[src/rtl/cache_miss_requester.sv]
// cache_miss_requester: cache-side initiator of the miss interface.
// Takes one miss at a time. A dirty victim is written back first, then the
// line fill is issued. Shared responses are filtered by cache id.
module cache_miss_requester #(
    parameter int CACHE_ID     = 0,
    parameter int ADDR_WIDTH   = 32,
    parameter int LINE_WIDTH   = 128,
    parameter int OFFSET_WIDTH = 4,
    parameter int THR_WIDTH    = 2,
    parameter int TIMEOUT      = 64
) (
    input  logic                  clock,
    input  logic                  reset,
    input  logic                  miss_valid,
    output logic                  miss_ready,
    input  logic [ADDR_WIDTH-1:0] miss_addr,
    input  logic [THR_WIDTH-1:0]  miss_thread_id,
    input  logic                  evict_valid,
    input  logic [ADDR_WIDTH-1:0] evict_addr,
    input  logic [LINE_WIDTH-1:0] evict_data,
    output logic                  req_valid_miss,
    output logic [ADDR_WIDTH-1:0] req_addr,
    output logic                  req_is_store,
    output logic [LINE_WIDTH-1:0] req_data,
    output logic [THR_WIDTH-1:0]  req_thread_id,
    input  logic                  rsp_valid_miss,
    input  logic                  rsp_cache_id,
    input  logic                  rsp_bus_error,
    input  logic [LINE_WIDTH-1:0] rsp_data_miss,
    output logic                  fill_valid,
    output logic [ADDR_WIDTH-1:0] fill_addr,
    output logic [LINE_WIDTH-1:0] fill_data,
    output logic [THR_WIDTH-1:0]  fill_thread_id,
    output logic                  fill_bus_error
);

    // state   | meaning
    // IDLE    | ready for a miss
    // WB_REQ  | one-cycle writeback (store) request pulse
    // WB_WAIT | waiting for the writeback response
    // LD_REQ  | one-cycle fill (load) request pulse
    // LD_WAIT | waiting for the fill response
    // FILL    | one-cycle completion pulse to the cache
    typedef enum logic [2:0] {
        IDLE    = 3'd0,
        WB_REQ  = 3'd1,
        WB_WAIT = 3'd2,
        LD_REQ  = 3'd3,
        LD_WAIT = 3'd4,
        FILL    = 3'd5
    } state_t;

    localparam int CNT_W = (TIMEOUT > 1) ? $clog2(TIMEOUT) : 1;
    localparam logic [CNT_W-1:0] TMO_LAST = CNT_W'((TIMEOUT > 0) ? TIMEOUT - 1 : 0);

    state_t                state_q, state_d;
    logic [ADDR_WIDTH-1:0] miss_addr_q, miss_addr_d;
    logic [THR_WIDTH-1:0]  thr_q, thr_d;
    logic [ADDR_WIDTH-1:0] evict_addr_q, evict_addr_d;
    logic [LINE_WIDTH-1:0] evict_data_q, evict_data_d;
    logic [CNT_W-1:0]      tmo_q, tmo_d;
    logic [ADDR_WIDTH-1:0] req_addr_q, req_addr_d;
    logic                  req_is_store_q, req_is_store_d;
    logic [LINE_WIDTH-1:0] req_data_q, req_data_d;
    logic [THR_WIDTH-1:0]  req_thr_q, req_thr_d;
    logic [ADDR_WIDTH-1:0] fill_addr_q, fill_addr_d;
    logic [LINE_WIDTH-1:0] fill_data_q, fill_data_d;
    logic [THR_WIDTH-1:0]  fill_thr_q, fill_thr_d;
    logic                  fill_err_q, fill_err_d;

    logic rsp_match;
    logic tmo_expired;

    function automatic logic [ADDR_WIDTH-1:0] line_idx(input logic [ADDR_WIDTH-1:0] a);
        return a >> OFFSET_WIDTH;
    endfunction

    // Responses for the other cache share the bus and are dropped here.
    assign rsp_match   = rsp_valid_miss && (rsp_cache_id == 1'(CACHE_ID));
    assign tmo_expired = (TIMEOUT != 0) && (tmo_q == TMO_LAST);

    assign miss_ready     = (state_q == IDLE);
    assign req_valid_miss = (state_q == WB_REQ) || (state_q == LD_REQ);
    assign fill_valid     = (state_q == FILL);
    assign req_addr       = req_addr_q;
    assign req_is_store   = req_is_store_q;
    assign req_data       = req_data_q;
    assign req_thread_id  = req_thr_q;
    assign fill_addr      = fill_addr_q;
    assign fill_data      = fill_data_q;
    assign fill_thread_id = fill_thr_q;
    assign fill_bus_error = fill_err_q;

    // Next-state, capture and request/fill field updates.
    always_comb begin
        state_d        = state_q;
        miss_addr_d    = miss_addr_q;
        thr_d          = thr_q;
        evict_addr_d   = evict_addr_q;
        evict_data_d   = evict_data_q;
        tmo_d          = tmo_q;
        req_addr_d     = req_addr_q;
        req_is_store_d = req_is_store_q;
        req_data_d     = req_data_q;
        req_thr_d      = req_thr_q;
        fill_addr_d    = fill_addr_q;
        fill_data_d    = fill_data_q;
        fill_thr_d     = fill_thr_q;
        fill_err_d     = fill_err_q;

        unique case (state_q)
            IDLE: begin
                if (miss_valid) begin
                    miss_addr_d  = miss_addr;
                    thr_d        = miss_thread_id;
                    evict_addr_d = evict_addr;
                    evict_data_d = evict_data;
                    req_thr_d    = miss_thread_id;
                    if (evict_valid) begin
                        state_d        = WB_REQ;
                        req_addr_d     = line_idx(evict_addr);
                        req_is_store_d = 1'b1;
                        req_data_d     = evict_data;
                    end else begin
                        state_d        = LD_REQ;
                        req_addr_d     = line_idx(miss_addr);
                        req_is_store_d = 1'b0;
                        req_data_d     = '0;
                    end
                end
            end
            WB_REQ: begin
                tmo_d   = '0;
                state_d = WB_WAIT;
            end
            WB_WAIT: begin
                // A response in the expiry cycle wins over the timeout.
                if (rsp_match) begin
                    if (rsp_bus_error) begin
                        state_d     = FILL;
                        fill_addr_d = miss_addr_q;
                        fill_thr_d  = thr_q;
                        fill_data_d = '0;
                        fill_err_d  = 1'b1;
                    end else begin
                        state_d        = LD_REQ;
                        req_addr_d     = line_idx(miss_addr_q);
                        req_is_store_d = 1'b0;
                        req_data_d     = '0;
                        req_thr_d      = thr_q;
                    end
                end else if (tmo_expired) begin
                    state_d     = FILL;
                    fill_addr_d = miss_addr_q;
                    fill_thr_d  = thr_q;
                    fill_data_d = '0;
                    fill_err_d  = 1'b1;
                end else if (TIMEOUT != 0) begin
                    tmo_d = tmo_q + CNT_W'(1);
                end
            end
            LD_REQ: begin
                tmo_d   = '0;
                state_d = LD_WAIT;
            end
            LD_WAIT: begin
                if (rsp_match) begin
                    state_d     = FILL;
                    fill_addr_d = miss_addr_q;
                    fill_thr_d  = thr_q;
                    fill_data_d = rsp_bus_error ? '0 : rsp_data_miss;
                    fill_err_d  = rsp_bus_error;
                end else if (tmo_expired) begin
                    state_d     = FILL;
                    fill_addr_d = miss_addr_q;
                    fill_thr_d  = thr_q;
                    fill_data_d = '0;
                    fill_err_d  = 1'b1;
                end else if (TIMEOUT != 0) begin
                    tmo_d = tmo_q + CNT_W'(1);
                end
            end
            FILL: begin
                state_d = IDLE;
            end
            default: begin
                state_d = IDLE;
            end
        endcase
    end

    // State and datapath registers with synchronous reset.
    always_ff @(posedge clock) begin
        if (reset) begin
            state_q        <= IDLE;
            miss_addr_q    <= '0;
            thr_q          <= '0;
            evict_addr_q   <= '0;
            evict_data_q   <= '0;
            tmo_q          <= '0;
            req_addr_q     <= '0;
            req_is_store_q <= 1'b0;
            req_data_q     <= '0;
            req_thr_q      <= '0;
            fill_addr_q    <= '0;
            fill_data_q    <= '0;
            fill_thr_q     <= '0;
            fill_err_q     <= 1'b0;
        end else begin
            state_q        <= state_d;
            miss_addr_q    <= miss_addr_d;
            thr_q          <= thr_d;
            evict_addr_q   <= evict_addr_d;
            evict_data_q   <= evict_data_d;
            tmo_q          <= tmo_d;
            req_addr_q     <= req_addr_d;
            req_is_store_q <= req_is_store_d;
            req_data_q     <= req_data_d;
            req_thr_q      <= req_thr_d;
            fill_addr_q    <= fill_addr_d;
            fill_data_q    <= fill_data_d;
            fill_thr_q     <= fill_thr_d;
            fill_err_q     <= fill_err_d;
        end
    end

endmodule

[config.mk]
export PLATFORM = sky130hd
export DESIGN_NAME = cache_miss_requester
export DESIGN_NICKNAME = d
export VERILOG_FILES = /design/src/rtl/cache_miss_requester.sv
export SDC_FILE = /design/constraint.sdc
export NUM_CORES = 1
export LEC_CHECK = 0
export ABC_AREA = 1
export CORE_AREA = 4 4 255 257
export CTS_CLUSTER_SIZE = 12
export DETAILED_ROUTE_END_ITERATION = 16
export DIE_AREA = 0 0 259 261
export HOLD_SLACK_MARGIN = 0.06
export SYNTH_ARGS = -nofsm -noshare
export SYNTH_HDL_FRONTEND = slang
export SYNTH_SLANG_ARGS = --single-unit
export TNS_END_PERCENT = 100
[constraint.sdc]
create_clock -name clock -period 1.62 [get_ports clock]
set_input_delay 0.243 -clock clock [delete_from_list [all_inputs] [get_ports clock]]
set_output_delay 0.243 -clock clock [all_outputs]
set_load 0.05 [all_outputs]
Run 1, signal wires on met4:
(1.5 px per um) Supply wires on this layer in grey.
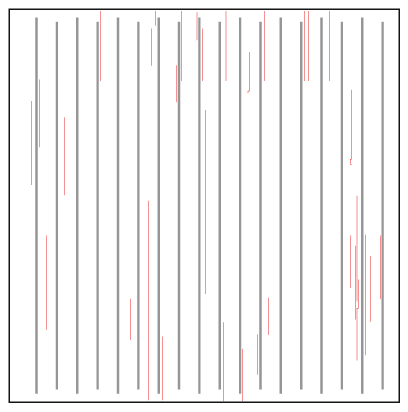
The layer carries 1,570 um of wire. The layer holds 2.6% of the routed length. The wires run mostly vertical. The longest straight run is 133 um.
Vias: 14,700
Total Wirelength: 59,300 um

Run 1, signal wires on met1:
(1.5 px per um) Supply wires on this layer in grey.
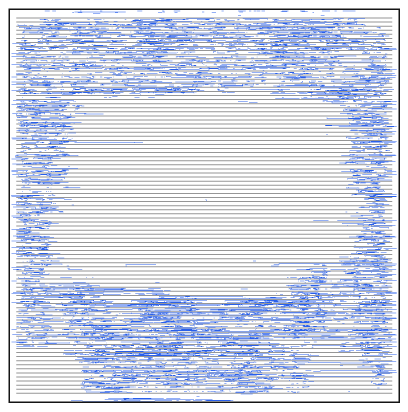
2,587 nets have wire on it. The longest straight run is 69.7 um. The layer holds 40% of the routed length. The layer carries 24.0 mm of wire. The wires run mostly horizontal.
grt met1 use: 18.6%

Run 1, cell outlines without signal wires:
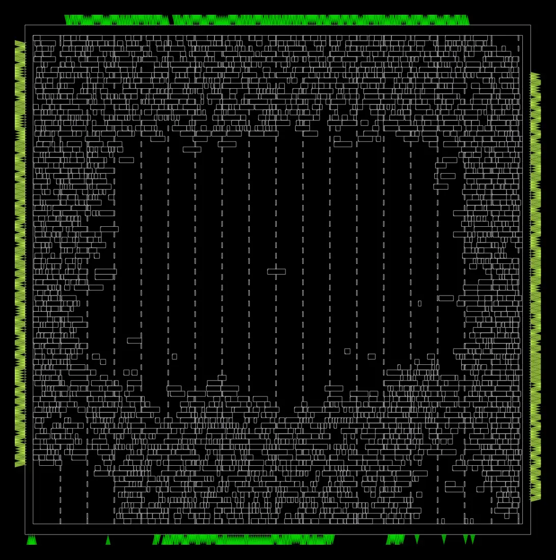
Seq area share: 29.8%
# rows: 92

Run 1, signal wires on met2:
(1 px per um)
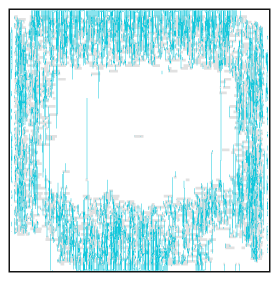
The wires run mostly vertical. The longest straight run is 112 um. The layer holds 49% of the routed length. The layer carries 28.9 mm of wire.
met2 GRT Util: 26.0%

==> flow_summary.json, run 1 <==
{
  "ir_worst_vdd_uv": 819,
  "place_congestion": 0.823,
  "post_drt_wl_per_cell_um": 17.4,
  "first_global_vias": 13700,
  "critical_path.max_fanout": 6,
  "grt_use_total_pct": 15.2,
  "max_cap_violations": 0,
  "ys_sh_simple_pct": 22.2,
  "detail-route-antenna-nets": 0,
  "reg2reg_to": "fill_data[28]",
  "crit_arrival_ps": 2150,
  "num-nets-final": 2855,
  "dieArea_mm2": 0.0676,
  "cts_buffers": 43,
  "grt_start_max_net_pins": 88,
  "ys_cells": 1816,
  "syn_area_per_cell_um2": 7.50,
  "rrSetupSlack_ps": -120,
  "post_synth_fa_ha_maj_area_fraction_pct": 0.0918,
  "die_y_um": 261,
  "yosys_area_mm2": 0.0136,
  "synth-seq-area-share_pct": 53.6,
  "timing.critical_path.from": "tmo_q[1]",
  "async_flop_share_pct": 0,
  "lay_top_cells": "545 x nand2_1, 375 x buf_4, 360 x dfxtp_1",
  "period_used_pct": 107,
  "setup_viol_count_final": 261,
  "status": "finished with violations",
  "htreeDepth": 2,
  "worst_setup_path_end_kind": "flip-flop",
  "drt-vias-per-instance": 4.31,
  "finClkSkew_ps": 25.3,
  "ys_ff": 365,
  "fin_ws_ps": -121,
  "syn_to_final_growth_pct": 79.9,
  "antenna_found_initial": 2,
  "hpwl_um": 40500,
  "failed_checks": "negative setup slack",
  "finalCriticalPeriod_ps": 1740,
  "edf_count": 0,
  "cts_tree": "yes",
  "nFillCells": 6285,
  "port_buffers": 649,
  "warnings": 33,
  "synth_area_mm2": 0.0136,
  "leakage_nw": 9.63,
  "clockBufferDepth": 3,
  "ff_type": "dfxtp_1"
}
## run 1: worst min path at each step
stage | startpoint | endpoint | slack, ps | depth (start not counted)
2_1_floorplan | miss_addr[0] | miss_addr_q[0] | 390 | 2
3_3_place_gp | fill_bus_error | fill_bus_error | 440 | 2
3_5_place_dp | fill_bus_error | fill_bus_error | 450 | 2
4_1_cts | reset | fill_data[45] | 150 | 3
5_1_grt | reset | fill_data[125] | 160 | 3
6_report | reset | fill_data[66] | 150 | 3
## run 1: kinds of logic after synthesis
family	Yosys count
compound gates	455
xor+xnor	1
fa+ha+maj	1
buf+inv	219
flops	365
other cells	1
simple gates	774
## run 1: final cells by class
cell class | instances | area share (%)
diodes | 1 | 0.0102
clock buffers | 61 | 5.24
clock inverters | 15 | 0.710
inverters | 79 | 1.28
multi-input cells | 1235 | 26.2
flip-flops and latches | 365 | 29.8
well taps | 846 | 4.32
repair buffers | 800 | 32.3
repair inverters | 1 | 0.0255
## run 1: state kept, by name, summed over array words and instances, names as in the netlist, 3 cells and up
signal and cells:
tmo_q 6, state_q 3, fill_data 128, req_addr 28
fill_addr 32, req_data 128, miss_addr_q 32
## run 1: power by group
part	total [mW]	leakage (nW)	internal, mW	switching (mW)
Combinational	8.16	5.94	3.25	4.92
Sequential	10.1	2.96	9.67	0.389
Clock	10.0	0.720	6.00	4.04
Total	28.3	9.63	18.9	9.35
## run 1: stage by stage
step | utilization, % | TNS, ps | hold slack (ps) | instance area [um^2] | instances
2_1_floorplan | - | -3580 | 386 | 13700 | 1819
3_3_place_gp | 33.4 | -86810 | 442 | 21000 | 3280
3_5_place_dp | 33.4 | -91640 | 445 | 21000 | 3280
4_1_cts | 36.3 | -4140 | 146 | 22800 | 3370
5_1_grt | 39.1 | -31100 | 164 | 24500 | 3402
6_report | 39.1 | -12200 | 152 | 24500 | 3403
## run 1: routing by layer
metal	track usage [%]	vias to the layer above	wire (um)
met4	4.21	2	1570
met3	4.74	78	4850
met5	0	-	13
met1	18.6	6767	24000
met2	26.0	526	28900
li1	-	7287	-
## run 1: timing repair
item / CTS / global route
buffers inserted: 8 / 17
hold endpoints to repair: 0 / 0
gates cloned: 6 / 16
resized: 34 / 335
setup endpoints to repair: 74 / 336
pin swaps: 4 / 44
## run 1: cell usage after synthesis (2+ instances only)
| cell | n | area, um^2 |
|---|---|---|
| a21oi_1 | 331 | 1660 |
| buf_1 | 5 | 18.8 |
| buf_2 | 33 | 165 |
| buf_4 | 16 | 120 |
| buf_6 | 8 | 90.1 |
| clkbuf_1 | 78 | 293 |
| dfxtp_1 | 365 | 7310 |
| inv_1 | 74 | 278 |
| inv_2 | 5 | 18.8 |
| nand2_1 | 648 | 2430 |
| nand3_1 | 10 | 50.1 |
| nand4_1 | 34 | 213 |
| nor2_1 | 76 | 285 |
| nor2_2 | 2 | 12.5 |
| o21ai_0 | 122 | 611 |
## run 1: worst max-delay path, stage by stage (launching register included)
cell	delay, ps
dfxtp_2	350
ha_4	150
nand3_4	90
o21ai_4	190
nand3_4	220
buf_12	210
buf_16	140
buf_12	150
nand2_4	50
a21oi_2	50
Run 1, signal wires on met3:
(1.5 px per um)
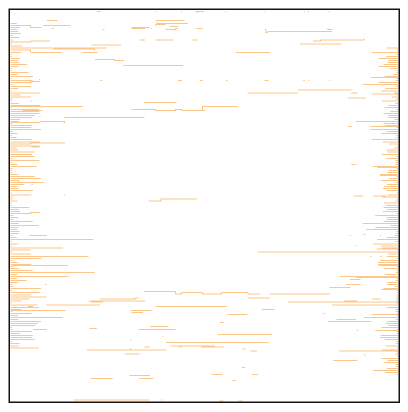

==> run 2: changes to the inputs <==
--- a/config.mk
+++ b/config.mk
@@ -11,6 +11,7 @@
 export DETAILED_ROUTE_END_ITERATION = 16
 export DIE_AREA = 0 0 259 261
 export HOLD_SLACK_MARGIN = 0.06
+export PLACE_DENSITY = 0.55
 export SYNTH_ARGS = -nofsm -noshare
 export SYNTH_HDL_FRONTEND = slang
 export SYNTH_SLANG_ARGS = --single-unit
Run 2, signal wires on met3:
(1.5 px per um)
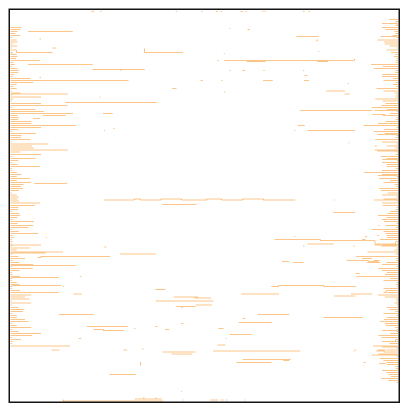
The layer holds 7.3% of the routed length. The longest straight run is 86.5 um. The layer carries 4,490 um of wire. 402 nets have wire on it. The wires run mostly horizontal.
Vias: 14,900
Total Wirelength: 61,600 um

==> flow_summary.json, run 2 <==
{
  "finClkSkew_ps": 26.4,
  "cp_num_cells": 10,
  "reg2reg_to": "req_data[112]",
  "top_cell": "nand2_1",
  "hpwl_um": 40500,
  "rrSetupSlack_ps": -100,
  "dieArea_mm2": 0.0676,
  "failed_checks": "negative setup slack",
  "internal_power_mw": 19.4,
  "placement_rows": 92,
  "first_global_vias": 14400,
  "yosys.area.top_type": "dfxtp_1",
  "setup_viol_count_final": 205,
  "leakage_nw": 9.76,
  "switching_share_pct": 32.6,
  "ff_type": "dfxtp_1",
  "syn_to_final_growth_pct": 83.3,
  "die_y_um": 261,
  "path_buffers": 5,
  "setup_tns_ps": -6440,
  "antenna_found_initial": 3,
  "lay_top_cells": "520 x nand2_1, 371 x buf_4, 360 x dfxtp_1",
  "grt_most_used_layer": "met2",
  "place_congestion": 0.882,
  "fin_ws_ps": -99.8,
  "dp_cells": 3251,
  "critical_path.max_fanout": 8,
  "p_clk_share_pct": 35.7,
  "clockBufferDepth": 3,
  "finalCriticalPeriod_ps": 1720,
  "synthTopCellsByArea": "dfxtp_1 54%, nand2_1 18%, a21oi_1 12%",
  "use_met2_pct": 26.8,
  "status": "finished with violations",
  "crit_chain": "buf_4 > nor2_4 > nand2_4 > nor2_4 > buf_12 > buf_12 > clkbuf_16 > clkbuf_16 > nand2_1 > a21oi_1",
  "timing.critical_path.from": "state_q[2]",
  "combPwrFrac_pct": 29.2,
  "drt-vias-per-instance": 4.38,
  "yosys_area_mm2": 0.0136,
  "synth.top_cell.area_share_pct": 53.6,
  "detail-route-antenna-nets": 0,
  "grt_use_total_pct": 15.7,
  "htreeDepth": 2
}
Run 2, signal wires on met1:
(1.5 px per um) Supply wires on this layer in grey.
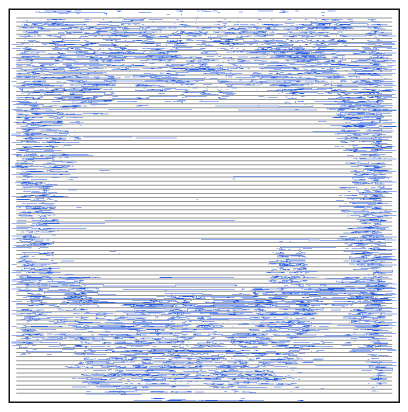
2,591 nets have wire on it. The layer holds 41% of the routed length.
grt met1 use: 19.1%

## run 2: cell counts after synthesis
No cell type changed its count.
## run 2: metal layers
metal,up-vias,routed length (um)
met5,-,20
met2,533,29900
li1,7281,-
met1,6964,25000
met3,121,4490
met4,2,2220
## run 2: worst register-to-register path: cells and delay by family (launching register included)
family	cells	cell delay, ps
flip-flops	1	330
AND/OR/NAND/NOR	4	480
AND-OR/OR-AND	1	140
buffers and inverters	5	690
## run 2: power groups by stage
stage	Combinational, mW	Sequential, mW	Clock (mW)
5_1_grt	8.92	10.2	10.9
3_3_place_gp	6.82	10.2	0
3_5_place_dp	6.87	10.2	0
2_1_floorplan	2.38	11.8	0
4_1_cts	7.56	10.1	10.6
6_report	8.38	10.1	10.3
## run 2: kinds of logic after synthesis
group           count (synthesis)  synth area share (%)
xor+xnor                        1                0.0643
simple gates                  774                  22.2
other cells                     1                0.0275
compound gates                455                  16.8
fa+ha+maj                       1                0.0918
buf+inv                       219                  7.22
flops                         365                  53.6
## run 2: worst min path at each step
stage,to,slack (ps),depth (start not counted)
6_report,state_q[1],170,4
5_1_grt,state_q[1],160,4
4_1_cts,state_q[1],120,4
3_5_place_dp,fill_data[89],450,2
3_3_place_gp,req_data[6],450,2
2_1_floorplan,miss_addr_q[0],390,2
## run 2: stage by stage
stage / util, % / total power [mW]
2_1_floorplan: - / 14.2
3_3_place_gp: 33.0 / 17.1
3_5_place_dp: 33.0 / 17.1
4_1_cts: 37.0 / 28.2
5_1_grt: 39.8 / 30.0
6_report: 39.8 / 28.7
## run 2: layout make-up
cell class,instances,share of cell area [%]
Timing Repair inverter,1,0.0351
Clock buffer,65,5.29
Sequential cell,365,29.3
Inverter,79,1.26
Antenna cell,2,0.0200
Multi-Input combinational cell,1235,26.7
Clock inverter,13,0.737
Timing Repair Buffer,793,32.4
Tap cell,846,4.24
## run 2: timing repair
action | 4_1_cts | 5_1_grt
pin swaps | 6 | 51
hold endpoints to repair | 18 | 0
gates cloned | 15 | 25
gates resized | 112 | 333
buffers inserted | 22 | 14
endpoints found under the setup margin | 254 | 296
hold buffers | 1 | 0
No activity file was given, so power comes from the tool's default toggle rates.
